io_fan.png
Scale bar: 100 um.
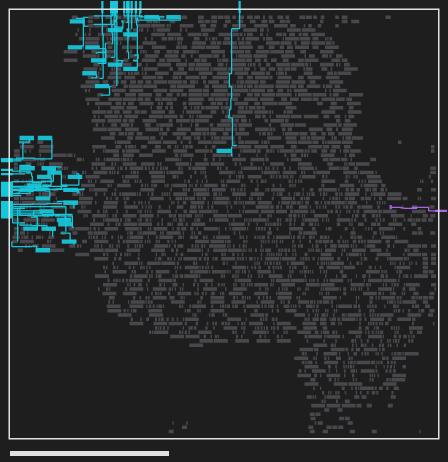
flops_by_reg.png
Scale bar: 100 um.
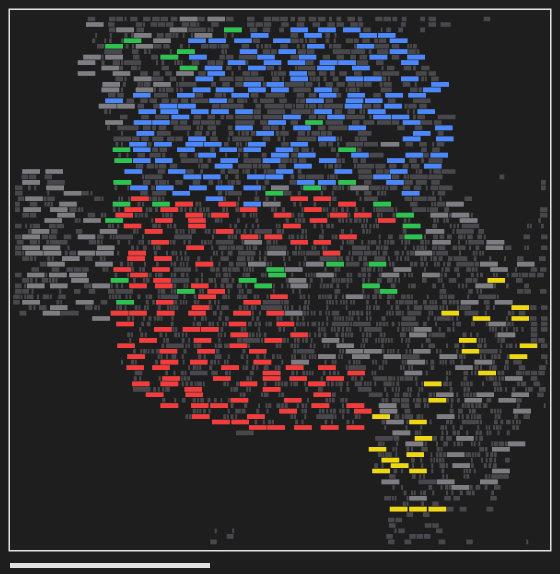
congestion.png
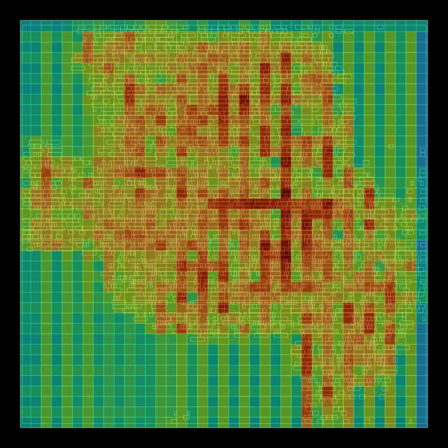
layer_met3.png
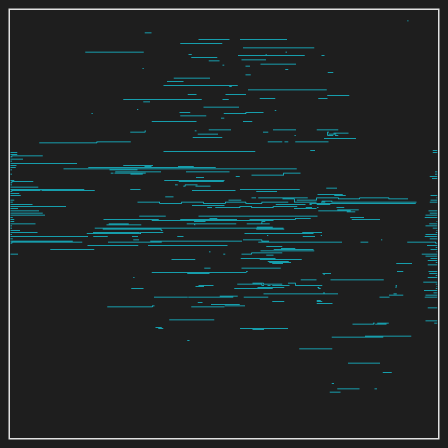
[config.mk]
export PLATFORM = sky130hd
export DESIGN_NAME = ra_list_walker
export DESIGN_NICKNAME = d
export VERILOG_FILES = /design/src/rtl/ra_list_walker.sv
export SDC_FILE = /design/constraint.sdc
export NUM_CORES = 1
export LEC_CHECK = 0
export ABC_AREA = 1
export CORE_MARGIN = 1
export CORE_UTILIZATION = 30
export CTS_BUF_LIST = sky130_fd_sc_hd__clkbuf_16
export DETAILED_ROUTE_END_ITERATION = 10
export GPL_ROUTABILITY_DRIVEN = 0
export PLACE_DENSITY = 0.57
export SETUP_SLACK_MARGIN = 0.2
export SLEW_MARGIN = 20
export SYNTH_ARGS = -nofsm -noshare
export SYNTH_HDL_FRONTEND = slang
export SYNTH_SLANG_ARGS = --single-unit
[constraint.sdc]
create_clock -name clock -period 2.5 [get_ports clock]
set_clock_uncertainty 0.1 [all_clocks]
set_input_delay 0.375 -clock clock [delete_from_list [all_inputs] [get_ports clock]]
set_output_delay 0.375 -clock clock [all_outputs]
set_load 0.02 [all_outputs]
[src/rtl/ra_list_walker.sv]
// Region-array / object-list walker: reads region entries and their object lists
// from VRAM and queues every primitive reference for the ISP/TSP front end.
module ra_list_walker #(
    parameter int ADDR_W     = 24,
    parameter int NUM_LISTS  = 5,
    parameter int FIFO_DEPTH = 4
) (
    input  logic                 clock,
    input  logic                 reset_n,
    input  logic                 start,
    input  logic                 abort,
    input  logic [ADDR_W-1:0]    region_base,
    input  logic [2:0]           num_ptrs,
    input  logic [NUM_LISTS-1:0] list_en,
    output logic                 mem_rd,
    output logic [ADDR_W-1:0]    mem_addr,
    input  logic                 mem_ack,
    input  logic [31:0]          mem_din,
    output logic                 region_valid,
    output logic [31:0]          region_ctrl,
    output logic                 prim_valid,
    input  logic                 prim_ready,
    output logic [ADDR_W-1:0]    prim_addr,
    output logic [31:0]          prim_word,
    output logic [2:0]           prim_list,
    output logic                 busy,
    output logic                 done,
    output logic                 err,
    output logic [1:0]           err_code
);
    localparam int PW = $clog2(FIFO_DEPTH);
    localparam int CW = PW + 1;
    localparam logic [31:0] UNUSED_PTR = 32'h8000_0000;

    typedef enum logic [2:0] {
        S_IDLE, S_RD_CTRL, S_RD_PTR, S_NEXT_LIST, S_RD_OL, S_DECODE, S_REGION_END, S_DRAIN
    } state_e;

    typedef struct packed {
        logic [ADDR_W-1:0] addr;
        logic [31:0]       word;
        logic [2:0]        list;
    } prim_t;

    state_e            state_q, state_d;
    logic [ADDR_W-1:0] cur_q, cur_d, ola_q, ola_d, mem_addr_q, mem_addr_d;
    logic [2:0]        k_q, k_d, li_q, li_d, np_q, np_d;
    logic [31:0]       ctrl_q, ctrl_d, w_q, w_d, region_ctrl_q, region_ctrl_d;
    logic [31:0]       ptr_q [NUM_LISTS];
    logic [31:0]       ptr_d [NUM_LISTS];
    logic              mem_rd_q, mem_rd_d, region_valid_q, region_valid_d;
    logic              busy_q, busy_d, done_q, done_d, err_q, err_d;
    logic [1:0]        err_code_q, err_code_d;

    prim_t             fifo_q [FIFO_DEPTH];
    prim_t             fifo_d [FIFO_DEPTH];
    logic [PW-1:0]     wr_q, wr_d, rd_q, rd_d;
    logic [CW-1:0]     cnt_q, cnt_d;
    prim_t             head, push_entry;
    logic              push, pop, flush, full, fifo_nonempty;
    logic [31:0]       sel_ptr;
    logic              sel_en, is_prim, is_link;

    assign fifo_nonempty = (cnt_q != '0);
    assign full          = (cnt_q == CW'(FIFO_DEPTH));
    assign pop           = fifo_nonempty & prim_ready;
    assign is_prim       = !w_q[31] || (w_q[31:29] == 3'b100) || (w_q[31:29] == 3'b101);
    assign is_link       = (w_q[31:29] == 3'b111);
    assign push_entry    = prim_t'{addr: ADDR_W'({w_q[20:0], 2'b00}), word: w_q, list: li_q};

    always_comb begin
        sel_ptr = UNUSED_PTR;
        sel_en  = 1'b0;
        for (int i = 0; i < NUM_LISTS; i++) begin
            if (li_q == 3'(i)) begin
                sel_ptr = ptr_q[i];
                sel_en  = list_en[i];
            end
        end
    end

    // NOTE: every _d starts as its _q (or an explicit pulse default), so no branch can leave a latch.
    always_comb begin
        state_d        = state_q;
        cur_d          = cur_q;
        ola_d          = ola_q;
        k_d            = k_q;
        li_d           = li_q;
        np_d           = np_q;
        ctrl_d         = ctrl_q;
        w_d            = w_q;
        ptr_d          = ptr_q;
        mem_rd_d       = mem_rd_q;
        mem_addr_d     = mem_addr_q;
        region_valid_d = 1'b0;
        region_ctrl_d  = region_ctrl_q;
        busy_d         = busy_q;
        done_d         = 1'b0;
        err_d          = err_q;
        err_code_d     = err_code_q;
        push           = 1'b0;
        flush          = 1'b0;

        case (state_q)
            S_IDLE: if (start) begin
                cur_d      = region_base;
                err_d      = 1'b0;
                err_code_d = 2'd0;
                busy_d     = 1'b1;
                if (num_ptrs == 3'd0)                np_d = 3'd1;
                else if (num_ptrs > 3'(NUM_LISTS))   np_d = 3'(NUM_LISTS);
                else                                 np_d = num_ptrs;
                state_d    = S_RD_CTRL;
            end
            // Each read state spends one cycle raising mem_rd, then waits for the ack.
            S_RD_CTRL: if (!mem_rd_q) begin
                mem_rd_d   = 1'b1;
                mem_addr_d = cur_q;
            end else if (mem_ack) begin
                mem_rd_d = 1'b0;
                ctrl_d   = mem_din;
                cur_d    = cur_q + ADDR_W'(4);
                k_d      = 3'd0;
                for (int i = 0; i < NUM_LISTS; i++) ptr_d[i] = UNUSED_PTR;
                state_d  = S_RD_PTR;
            end
            S_RD_PTR: if (!mem_rd_q) begin
                mem_rd_d   = 1'b1;
                mem_addr_d = cur_q;
            end else if (mem_ack) begin
                mem_rd_d = 1'b0;
                for (int i = 0; i < NUM_LISTS; i++) if (k_q == 3'(i)) ptr_d[i] = mem_din;
                cur_d = cur_q + ADDR_W'(4);
                k_d   = k_q + 3'd1;
                if (k_q == np_q - 3'd1) begin
                    region_valid_d = 1'b1;
                    region_ctrl_d  = ctrl_q;
                    li_d           = 3'd0;
                    state_d        = S_NEXT_LIST;
                end
            end
            S_NEXT_LIST: begin
                if (li_q == 3'(NUM_LISTS)) begin
                    state_d = S_REGION_END;
                end else if (!sel_ptr[31] && sel_en) begin
                    ola_d   = ADDR_W'({sel_ptr[31:2], 2'b00});
                    state_d = S_RD_OL;
                end else begin
                    li_d = li_q + 3'd1;
                end
            end
            S_RD_OL: if (!mem_rd_q) begin
                mem_rd_d   = 1'b1;
                mem_addr_d = ola_q;
            end else if (mem_ack) begin
                mem_rd_d = 1'b0;
                w_d      = mem_din;
                state_d  = S_DECODE;
            end
            S_DECODE: begin
                if (is_prim) begin
                    if (!full || pop) begin
                        push    = 1'b1;
                        ola_d   = ola_q + ADDR_W'(4);
                        state_d = S_RD_OL;
                    end
                end else if (is_link) begin
                    if (w_q[28]) begin
                        li_d    = li_q + 3'd1;
                        state_d = S_NEXT_LIST;
                    end else begin
                        ola_d   = ADDR_W'({w_q[23:2], 2'b00});
                        state_d = S_RD_OL;
                    end
                end else begin
                    err_d      = 1'b1;
                    err_code_d = 2'd1;
                    li_d       = li_q + 3'd1;
                    state_d    = S_NEXT_LIST;
                end
            end
            S_REGION_END: state_d = ctrl_q[31] ? S_DRAIN : S_RD_CTRL;
            S_DRAIN: if (!fifo_nonempty) begin
                done_d  = 1'b1;
                busy_d  = 1'b0;
                state_d = S_IDLE;
            end
            default: state_d = S_IDLE;
        endcase

        // Abort drops any pending read; a late ack is ignored because mem_rd is already low.
        if (abort && state_q != S_IDLE && state_q != S_DRAIN) begin
            mem_rd_d       = 1'b0;
            region_valid_d = 1'b0;
            push           = 1'b0;
            flush          = 1'b1;
            err_d          = 1'b1;
            err_code_d     = 2'd2;
            state_d        = S_DRAIN;
        end
    end

    always_comb begin
        fifo_d = fifo_q;
        wr_d   = wr_q;
        rd_d   = rd_q;
        cnt_d  = cnt_q;
        if (flush) begin
            wr_d  = '0;
            rd_d  = '0;
            cnt_d = '0;
        end else begin
            if (push) begin
                fifo_d[wr_q] = push_entry;
                wr_d         = wr_q + PW'(1);
            end
            if (pop) rd_d = rd_q + PW'(1);
            cnt_d = cnt_q + CW'(push) - CW'(pop);
        end
    end

    // NOTE: non-blocking assignments so every flop samples the pre-edge value of the others.
    always_ff @(posedge clock or negedge reset_n) begin
        if (!reset_n) begin
            state_q        <= S_IDLE;
            cur_q          <= '0;
            ola_q          <= '0;
            k_q            <= '0;
            li_q           <= '0;
            np_q           <= '0;
            ctrl_q         <= '0;
            w_q            <= '0;
            mem_rd_q       <= 1'b0;
            mem_addr_q     <= '0;
            region_valid_q <= 1'b0;
            region_ctrl_q  <= '0;
            busy_q         <= 1'b0;
            done_q         <= 1'b0;
            err_q          <= 1'b0;
            err_code_q     <= '0;
            wr_q           <= '0;
            rd_q           <= '0;
            cnt_q          <= '0;
            for (int i = 0; i < NUM_LISTS; i++) ptr_q[i] <= '0;
            // NOTE: the FIFO storage is only a few entries, so it is reset to keep prim_* at zero.
            for (int i = 0; i < FIFO_DEPTH; i++) fifo_q[i] <= '0;
        end else begin
            state_q        <= state_d;
            cur_q          <= cur_d;
            ola_q          <= ola_d;
            k_q            <= k_d;
            li_q           <= li_d;
            np_q           <= np_d;
            ctrl_q         <= ctrl_d;
            w_q            <= w_d;
            mem_rd_q       <= mem_rd_d;
            mem_addr_q     <= mem_addr_d;
            region_valid_q <= region_valid_d;
            region_ctrl_q  <= region_ctrl_d;
            busy_q         <= busy_d;
            done_q         <= done_d;
            err_q          <= err_d;
            err_code_q     <= err_code_d;
            wr_q           <= wr_d;
            rd_q           <= rd_d;
            cnt_q          <= cnt_d;
            ptr_q          <= ptr_d;
            fifo_q         <= fifo_d;
        end
    end

    assign head         = fifo_q[rd_q];
    assign prim_valid   = fifo_nonempty;
    assign prim_addr    = head.addr;
    assign prim_word    = head.word;
    assign prim_list    = head.list;
    assign mem_rd       = mem_rd_q;
    assign mem_addr     = mem_addr_q;
    assign region_valid = region_valid_q;
    assign region_ctrl  = region_ctrl_q;
    assign busy         = busy_q;
    assign done         = done_q;
    assign err          = err_q;
    assign err_code     = err_code_q;
endmodule

==> design notes <==
The non-clock inverter total of the final layout came out at 179. The number of buffers and inverters on the critical path is 6. Number of clock sinks seen by CTS: 447.

The proportion of final cell area spent on non-clock buffers is 0.130. The total power divided by cell area came out at 1330 nW/um2. The first global-routing pass estimated 106000 um of wire. Worst min-delay path category: input port to flop. Derived from the worst setup path, the maximum achievable clock frequency is 403 MHz. With the worst slew slack as a fraction of its limit at 0.642, the logic depth of the worst path, buffers included is 8. The run gives 0.336 as the register share of total power. The run gives 1 as the quantity of hold-fixing buffers added after cts.

Endpoints with negative setup slack in the final report add up to 0. In the post-synthesis netlist, the cell with the most instances is sky130_fd_sc_hd__nand2_1. Routed via count divided by cell count: 4.88. Per the run report, area growth between synthesis and finish was 29.7%. Classification of the worst setup path: flop to output pin. The run finished with clean final reports. The logs give 2.01 ns for the worst path arrival time and 32200 um for the routed metal-1 wire length. Power comes to 37.0 mW. For the worst slack at placement, the log shows -0.0824 ns.

For this run the aggregate overflow at the end of global routing stands at 0. After detailed placement, the design holds a cell count of 3509. TritonCTS built the clock tree.
Back to the opening pictures, io_fan.png:
Key: region_ctrl = cyan [bits 32, direction output, end cells 32, buffers 32, wire 1370 um]; prim_ready = purple [bits 1, direction input, end cells 1, buffers 1, wire 35.5 um]
port bufs: 189
top-level port count: 193

Back to the opening pictures, flops_by_reg.png:
Key: w_q = green [flops 32]; ptr_q = red [flops 115]; mem_addr = yellow [flops 24]; fifo_q = blue [flops 140, where top centre]
flop share of the area: 0.401
share of the core filled with cells: 0.395

Back to the opening pictures, congestion.png:
met2 Usage GRT: 0.286
global-route met1 utilization: 0.271

Back to the opening pictures, layer_met3.png:
The wires run mostly horizontal. The longest straight run is 147 um. 223 nets have wire on it. The layer carries 4770 um of wire. The layer holds 6.9% of the routed length.
GR Layer Usage met3: 0.0361
DR vias: 17802
Routed Wire Length: 69200 um

No activity file was given, so power comes from the tool's default toggle rates.
